class_map.png
Scale bar: 20 µm. Fill, decap, tap and diode cells in grey.
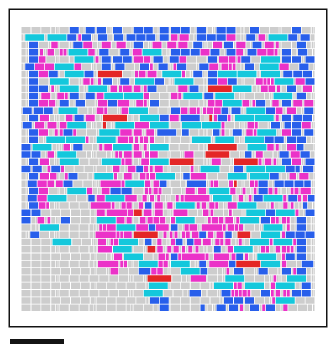
sizing.png
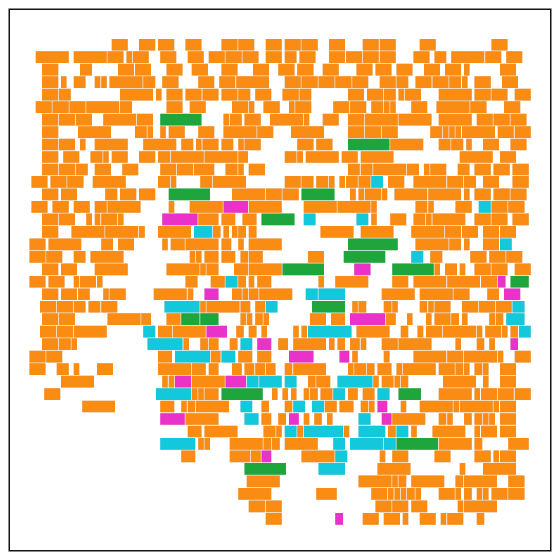
clock_nets.png
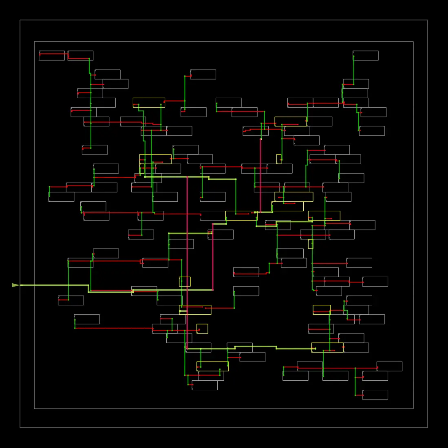
gates.png
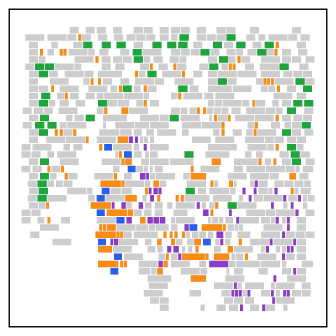
File: src/rtl/hyperbus_pkg.sv
// Shared definitions for the hyperbus arbiter slice.
// Holds the one-hot FSM encoding, the timeout defaults, an index-width
// helper and the round-robin pick function used by rr_arbiter.
package hyperbus_pkg;

    localparam int MAX_NREQ         = 4;
    localparam int ACK_TIMEOUT_DEF  = 15;
    localparam int DONE_TIMEOUT_DEF = 255;

    typedef enum logic [4:0] {
        S_IDLE   = 5'b00001,
        S_ISSUE  = 5'b00010,
        S_ACTIVE = 5'b00100,
        S_DONE   = 5'b01000,
        S_ERROR  = 5'b10000
    } state_t;

    // Index width for n requesters, never less than one bit.
    function automatic int idx_w(input int n);
        return (n > 1) ? $clog2(n) : 1;
    endfunction

    // First set bit of req searching from ptr+1 modulo nreq. The loop runs
    // from the farthest candidate to the nearest so the nearest one wins.
    function automatic logic [1:0] rr_pick(input logic [MAX_NREQ-1:0] req,
                                           input logic [1:0] ptr,
                                           input int nreq);
        logic [1:0] pick;
        int         idx;
        pick = ptr;
        for (int k = nreq; k >= 1; k--) begin
            idx = (int'(ptr) + k) % nreq;
            if (req[idx]) pick = idx[1:0];
        end
        return pick;
    endfunction

endpackage

File: src/rtl/hyperbus_arbiter_if.sv
// Requester-side and controller-side signals of the hyperbus arbiter.
// master: the arbiter (drives gnt/done/rdat/err and the hb_* requests).
// slave : the requesters plus controller (drive req_* and hb_* status).
interface hyperbus_arbiter_if #(
    parameter int NREQ  = 2,
    parameter int WIDTH = 8
);
    import hyperbus_pkg::*;
    localparam int IW = idx_w(NREQ);

    logic [NREQ-1:0]         req_rd;
    logic [NREQ-1:0]         req_wr;
    logic [NREQ-1:0]         req_reg;
    logic [NREQ*32-1:0]      req_adr;
    logic [NREQ*2*WIDTH-1:0] req_wdat;
    logic [NREQ-1:0]         gnt;
    logic [NREQ-1:0]         done;
    logic [2*WIDTH-1:0]      rdat;
    logic [NREQ-1:0]         rdat_valid;
    logic                    err;
    logic [IW-1:0]           err_owner;
    logic [31:0]             hb_adr;
    logic [2*WIDTH-1:0]      hb_dat;
    logic                    hb_reg_space;
    logic                    hb_rrq;
    logic                    hb_wrq;
    logic                    hb_busy;
    logic                    hb_dvalid;
    logic [2*WIDTH-1:0]      hb_dat_i;
    logic                    hb_error;

    modport master (
        input  req_rd, req_wr, req_reg, req_adr, req_wdat,
        input  hb_busy, hb_dvalid, hb_dat_i, hb_error,
        output gnt, done, rdat, rdat_valid, err, err_owner,
        output hb_adr, hb_dat, hb_reg_space, hb_rrq, hb_wrq
    );

    modport slave (
        output req_rd, req_wr, req_reg, req_adr, req_wdat,
        output hb_busy, hb_dvalid, hb_dat_i, hb_error,
        input  gnt, done, rdat, rdat_valid, err, err_owner,
        input  hb_adr, hb_dat, hb_reg_space, hb_rrq, hb_wrq
    );

endinterface

File: src/rtl/hyperbus_arbiter_rr.sv
// Round-robin requester pick with a registered priority pointer.
// Ports: clk90/rst; req (request vector); upd/upd_idx load the pointer with
// the last served index; any = some request pending; pick = next winner;
// ptr = current pointer (reset NREQ-1 so index 0 is served first).
module rr_arbiter
    import hyperbus_pkg::*;
#(
    parameter  int NREQ = 2,
    localparam int IW   = idx_w(NREQ)
) (
    input  logic            clk90,
    input  logic            rst,
    input  logic [NREQ-1:0] req,
    input  logic            upd,
    input  logic [IW-1:0]   upd_idx,
    output logic            any,
    output logic [IW-1:0]   pick,
    output logic [IW-1:0]   ptr
);

    always_ff @(posedge clk90) begin
        if (rst)      ptr <= IW'(NREQ - 1);
        else if (upd) ptr <= upd_idx;
    end

    assign any  = |req;
    assign pick = IW'(rr_pick(MAX_NREQ'(req), 2'(ptr), NREQ));

endmodule

File: src/rtl/hyperbus_arbiter.sv
// Round-robin arbiter and transaction sequencer in front of one hyperbus
// controller. A granted request is latched and held on hb_* for the whole
// transaction; read data and completion are steered back to the owner and
// any controller error or timeout parks the block in a terminal error state.
// Ports: clk90, rst (sync, active-high); bus (master modport) carries the
// requester handshake and the controller request/status signals.
module hyperbus_arbiter
    import hyperbus_pkg::*;
#(
    parameter int NREQ         = 2,
    parameter int WIDTH        = 8,
    parameter int ACK_TIMEOUT  = ACK_TIMEOUT_DEF,
    parameter int DONE_TIMEOUT = DONE_TIMEOUT_DEF
) (
    input logic clk90,
    input logic rst,
    hyperbus_arbiter_if.master bus
);

    localparam int IW = idx_w(NREQ);
    localparam int W2 = 2 * WIDTH;

    state_t          state, state_n;
    logic [IW-1:0]   owner, pick, ptr;
    logic            any, dir_rd;
    logic [15:0]     cnt;
    logic [NREQ-1:0] pick_oh, own_oh;

    rr_arbiter #(.NREQ(NREQ)) u_rr (
        .clk90   (clk90),
        .rst     (rst),
        .req     (bus.req_rd | bus.req_wr),
        .upd     (state == S_DONE),
        .upd_idx (owner),
        .any     (any),
        .pick    (pick),
        .ptr     (ptr)
    );

    assign pick_oh = NREQ'(1) << pick;
    assign own_oh  = NREQ'(1) << owner;

    always_ff @(posedge clk90) begin
        if (rst) state <= S_IDLE;
        else     state <= state_n;
    end

    always_comb begin
        state_n = state;
        case (state)
            S_IDLE:   if (bus.hb_error)                  state_n = S_ERROR;
                      else if (any && !bus.hb_busy)      state_n = S_ISSUE;
            S_ISSUE:  if (bus.hb_error)                  state_n = S_ERROR;
                      else if (bus.hb_busy)              state_n = S_ACTIVE;
                      else if (cnt == 16'(ACK_TIMEOUT - 1))  state_n = S_ERROR;
            S_ACTIVE: if (bus.hb_error || cnt == 16'(DONE_TIMEOUT - 1))
                                                         state_n = S_ERROR;
                      else if (!bus.hb_busy)             state_n = S_DONE;
            S_DONE:   if (bus.hb_error)                  state_n = S_ERROR;
                      else                               state_n = S_IDLE;
            S_ERROR:                                     state_n = S_ERROR;
            default:                                     state_n = S_IDLE;
        endcase
    end

    always_ff @(posedge clk90) begin
        if (rst) begin
            owner            <= '0;
            dir_rd           <= 1'b0;
            cnt              <= '0;
            bus.gnt          <= '0;
            bus.done         <= '0;
            bus.rdat         <= '0;
            bus.rdat_valid   <= '0;
            bus.err          <= 1'b0;
            bus.err_owner    <= '0;
            bus.hb_adr       <= '0;
            bus.hb_dat       <= '0;
            bus.hb_reg_space <= 1'b0;
            bus.hb_rrq       <= 1'b0;
            bus.hb_wrq       <= 1'b0;
        end else begin
            bus.gnt        <= '0;
            bus.done       <= '0;
            bus.rdat_valid <= '0;
            case (state)
                S_IDLE: if (state_n == S_ISSUE) begin
                    owner            <= pick;
                    dir_rd           <= bus.req_rd[pick];   // read wins over write
                    bus.gnt          <= pick_oh;
                    bus.hb_adr       <= bus.req_adr[32*int'(pick) +: 32];
                    bus.hb_dat       <= bus.req_wdat[W2*int'(pick) +: W2];
                    bus.hb_reg_space <= bus.req_reg[pick];
                    cnt              <= '0;
                end
                S_ISSUE: begin
                    // Request level starts one cycle after gnt and is held.
                    bus.hb_rrq <= dir_rd;
                    bus.hb_wrq <= ~dir_rd;
                    cnt        <= (state_n == S_ACTIVE) ? '0 : cnt + 16'd1;
                end
                S_ACTIVE: begin
                    cnt <= cnt + 16'd1;
                    if (bus.hb_dvalid) begin
                        bus.rdat       <= bus.hb_dat_i;
                        bus.rdat_valid <= own_oh;
                    end
                    if (state_n == S_DONE) begin
                        bus.hb_rrq <= 1'b0;
                        bus.hb_wrq <= 1'b0;
                        bus.done   <= own_oh;
                    end
                end
                default: ;
            endcase
            // Entering ERROR overrides anything set above this cycle.
            if (state != S_ERROR && state_n == S_ERROR) begin
                bus.hb_rrq    <= 1'b0;
                bus.hb_wrq    <= 1'b0;
                bus.err       <= 1'b1;
                bus.err_owner <= (state == S_IDLE) ? ptr : owner;
            end
        end
    end

endmodule

File: src/flat_wrapper.sv
// flat-port wrapper written by rule: the top's interface ports become plain ports
module hyperbus_arbiter_flat import hyperbus_pkg::*;
#(
    parameter int NREQ         = 2,
    parameter int WIDTH        = 8,
    parameter int ACK_TIMEOUT  = ACK_TIMEOUT_DEF,
    parameter int DONE_TIMEOUT = DONE_TIMEOUT_DEF
)
  (clk90, rst, bus_req_rd, bus_req_wr, bus_req_reg, bus_req_adr, bus_req_wdat, bus_hb_busy, bus_hb_dvalid, bus_hb_dat_i, bus_hb_error, bus_gnt, bus_done, bus_rdat, bus_rdat_valid, bus_err, bus_err_owner, bus_hb_adr, bus_hb_dat, bus_hb_reg_space, bus_hb_rrq, bus_hb_wrq);
  hyperbus_arbiter_if #(.NREQ(NREQ), .WIDTH(WIDTH)) bus_i ();
  input logic clk90;
  input logic rst;
  input wire logic [$bits(bus_i.req_rd)-1:0] bus_req_rd;
  input wire logic [$bits(bus_i.req_wr)-1:0] bus_req_wr;
  input wire logic [$bits(bus_i.req_reg)-1:0] bus_req_reg;
  input wire logic [$bits(bus_i.req_adr)-1:0] bus_req_adr;
  input wire logic [$bits(bus_i.req_wdat)-1:0] bus_req_wdat;
  input wire logic [$bits(bus_i.hb_busy)-1:0] bus_hb_busy;
  input wire logic [$bits(bus_i.hb_dvalid)-1:0] bus_hb_dvalid;
  input wire logic [$bits(bus_i.hb_dat_i)-1:0] bus_hb_dat_i;
  input wire logic [$bits(bus_i.hb_error)-1:0] bus_hb_error;
  output wire logic [$bits(bus_i.gnt)-1:0] bus_gnt;
  output wire logic [$bits(bus_i.done)-1:0] bus_done;
  output wire logic [$bits(bus_i.rdat)-1:0] bus_rdat;
  output wire logic [$bits(bus_i.rdat_valid)-1:0] bus_rdat_valid;
  output wire logic [$bits(bus_i.err)-1:0] bus_err;
  output wire logic [$bits(bus_i.err_owner)-1:0] bus_err_owner;
  output wire logic [$bits(bus_i.hb_adr)-1:0] bus_hb_adr;
  output wire logic [$bits(bus_i.hb_dat)-1:0] bus_hb_dat;
  output wire logic [$bits(bus_i.hb_reg_space)-1:0] bus_hb_reg_space;
  output wire logic [$bits(bus_i.hb_rrq)-1:0] bus_hb_rrq;
  output wire logic [$bits(bus_i.hb_wrq)-1:0] bus_hb_wrq;
  assign bus_i.req_rd = bus_req_rd;
  assign bus_i.req_wr = bus_req_wr;
  assign bus_i.req_reg = bus_req_reg;
  assign bus_i.req_adr = bus_req_adr;
  assign bus_i.req_wdat = bus_req_wdat;
  assign bus_i.hb_busy = bus_hb_busy;
  assign bus_i.hb_dvalid = bus_hb_dvalid;
  assign bus_i.hb_dat_i = bus_hb_dat_i;
  assign bus_i.hb_error = bus_hb_error;
  assign bus_gnt = bus_i.gnt;
  assign bus_done = bus_i.done;
  assign bus_rdat = bus_i.rdat;
  assign bus_rdat_valid = bus_i.rdat_valid;
  assign bus_err = bus_i.err;
  assign bus_err_owner = bus_i.err_owner;
  assign bus_hb_adr = bus_i.hb_adr;
  assign bus_hb_dat = bus_i.hb_dat;
  assign bus_hb_reg_space = bus_i.hb_reg_space;
  assign bus_hb_rrq = bus_i.hb_rrq;
  assign bus_hb_wrq = bus_i.hb_wrq;
  hyperbus_arbiter #(.NREQ(NREQ), .WIDTH(WIDTH), .ACK_TIMEOUT(ACK_TIMEOUT), .DONE_TIMEOUT(DONE_TIMEOUT)) u_core (.clk90(clk90), .rst(rst), .bus(bus_i));
endmodule
File: config.mk
export PLATFORM = sky130hd
export DESIGN_NAME = hyperbus_arbiter_flat
export DESIGN_NICKNAME = d
export VERILOG_FILES = /design/src/rtl/hyperbus_pkg.sv /design/src/rtl/hyperbus_arbiter_if.sv /design/src/rtl/hyperbus_arbiter_rr.sv /design/src/rtl/hyperbus_arbiter.sv /design/src/flat_wrapper.sv
export SDC_FILE = /design/constraint.sdc
export NUM_CORES = 1
export LEC_CHECK = 0
export CAP_MARGIN = 10
export CORE_MARGIN = 4
export CORE_UTILIZATION = 38
export DETAILED_ROUTE_END_ITERATION = 8
export PLACE_DENSITY = 0.76
export SKIP_CTS_REPAIR_TIMING = 1
export SLEW_MARGIN = 30
export SYNTH_ARGS = -nofsm -noshare
export SYNTH_HDL_FRONTEND = slang
export SYNTH_SLANG_ARGS = --single-unit
File: constraint.sdc
create_clock -name clk90 -period 2 [get_ports clk90]
set_input_delay 0.6 -clock clk90 [delete_from_list [all_inputs] [get_ports clk90]]
set_output_delay 0.6 -clock clk90 [all_outputs]
set_load 0.01 [all_outputs]
==> impl_metrics.py <==
# Auto-generated metrics
metrics = {
    "floorplan": {
        "ios": 198,
        "die_w_um": 118,
        "die-area_um2": 13900,
        "fp.dieH_um": 118,
        "fp-row-count": 39,
    },
    "logic_synthesis": {
        "fp_nets": 625,
        "synth_warnings": 0,
        "synth-async-reset-ratio": 0,
        "area_leaders": "dfxtp_1 43%, mux2i_1 11%, a211oi_1 8.4%",
        "ys.flops": 99,
        "edf_count": 0,
        "synthTopCellsByCount": "99 x dfxtp_1, 79 x nor2_1, 52 x mux2i_1, 51 x a211oi_1, 46 x nand2_1",
        "yosysCellCount": 500,
        "yosys.area.top_type": "dfxtp_1",
        "syn_inst": 500,
        "top_cell": "dfxtp_1",
    },
    "route": {
        "topRoutingLayerUsed": "met4",
        "wl_per_cell_um": 16.0,
        "drtPass1Iterations": 6,
        "via_count": 4382,
        "wl_mm": 13.5,
        "drt_iter0_markers": 306,
    },
    "cts": {
        "cts_inserted_buffers": 9,
        "root_buffer": "clkbuf_16",
        "clkTransAtPathRegs_ns": 0.06,
        "cts_tree": "done",
    },
    "critical_path": {
        "crit_required_ns": 2.23,
        "cp_num_cells": 7,
        "cpMostUsedCell": "buf_6",
        "slowest_stage": "or4_4",
        "crit_type": "in -> reg",
        "r2r_slack_ns": 0.12,
        "cp_top_family": "simple AND/OR/NAND/NOR gates",
        "r2r.worst_path.cells": 7,
        "r2r-start": "u_core.state[1]",
    },
    "pwr": {
        "p_clk_uw": 1740,
        "maxPowerGroup": "sequential cells",
        "leakage_uw": 0.00257,
        "powerDensity_nw_per_um2": 693,
        "comb_cell_power_uw": 1060,
        "total_power_uw": 4970,
        "combPwrFrac": 0.213,
        "p_sw_frac": 0.256,
    },
    "placed_design": {
        "gp_congestion": 0.849,
        "io_buffer_count": 197,
        "dp_slack_ns": -0.569,
    },
    "sta": {
        "layout_min_cycle_time_ns": 1.95,
        "rsz0062_at_grt": "yes",
        "tightest_slew_ns": 0.477,
        "setup_tns_ns": 0,
        "finalClockPeriodUsage": 0.973,
        "fmax_mhz": 514,
    },
    "layout": {
        "nNonClkInverters": 7,
        "clk_share": 0.0416,
        "regArea_um2": 1980,
        "drive_above_1_share": 0.114,
        "design_area_um2": 7160,
        "layout.nets": 824,
        "sh_seq_area": 0.277,
        "area_growth_pct": 56.5,
        "lay_top_count": "clkdlybuf4s50_1",
        "largestClassByArea": "combinational gates",
        "nClkBuffers": 13,
        "flops": 99,
    },
    "global_routing": {
        "grt_pass1_wl_mm": 22.4,
        "grt_util_met3": 0.0678,
        "antenna_found_initial": 0,
        "grtUsageMet1": 0.224,
        "grt_start_max_net_pins": 46,
        "busiest_layer": "met2",
        "grt_overflow": 0,
        "use_met2": 0.338,
    },
    "run": {
        "warnings": 28,
    },
    "outcome": {
        "run_status": "finished clean",
    },
}
About class_map.png:
legend:
  red:
    class: clock drivers and dummy loads
    cells: 16
  blue:
    class: remaining buffers and delay cells
    cells: 228
  cyan:
    class: registers
    cells: 99
  magenta:
    class: remaining logic cells
    cells: 361

About sizing.png:
legend:
  cyan:
    size: x3 and x4
    cells: 43
  green:
    size: x6 and larger
    cells: 17
  magenta:
    size: x2
    cells: 20
  orange:
    size: x1 and smaller
    cells: 624

About clock_nets.png:
Layout Skew: 0.0110 ns
clk_lat worst skew: 0.35 ns
clock sink count: 99

About gates.png:
legend:
  green:
    family: mux cells
    cells: 52
  purple:
    family: nand cells
    cells: 63
  orange:
    family: nor cells
    cells: 107
  blue:
    family: xor and xnor cells
    cells: 12

-- registers in the layout, summed over array words and instances, names as in the netlist, 2 cells and up --
name / cells
u_core.state: 5
u_core.bus.rdat: 16
u_core.cnt: 16
u_core.bus.rdat_valid: 2
u_core.bus.hb_dat: 16
u_core.bus.hb_adr: 32
u_core.bus.done: 2
u_core.bus.gnt: 2
-- cells by family (layout without fill, tap and decap cells) --
family | count (synthesis) | count (layout) | share of synthesized area
and+or+nand+nor | 184 | 185 | 0.212
AOI/OAI and AO/OA | 103 | 103 | 0.160
DFF | 99 | 99 | 0.433
muxes | 52 | 52 | 0.114
buffers and inverters | 48 | 251 | 0.0528
xor gates and xnor gates | 12 | 12 | 0.0230
adders and majority gates | 2 | 2 | 0.00547
Power is estimated from default activity; no workload was simulated.
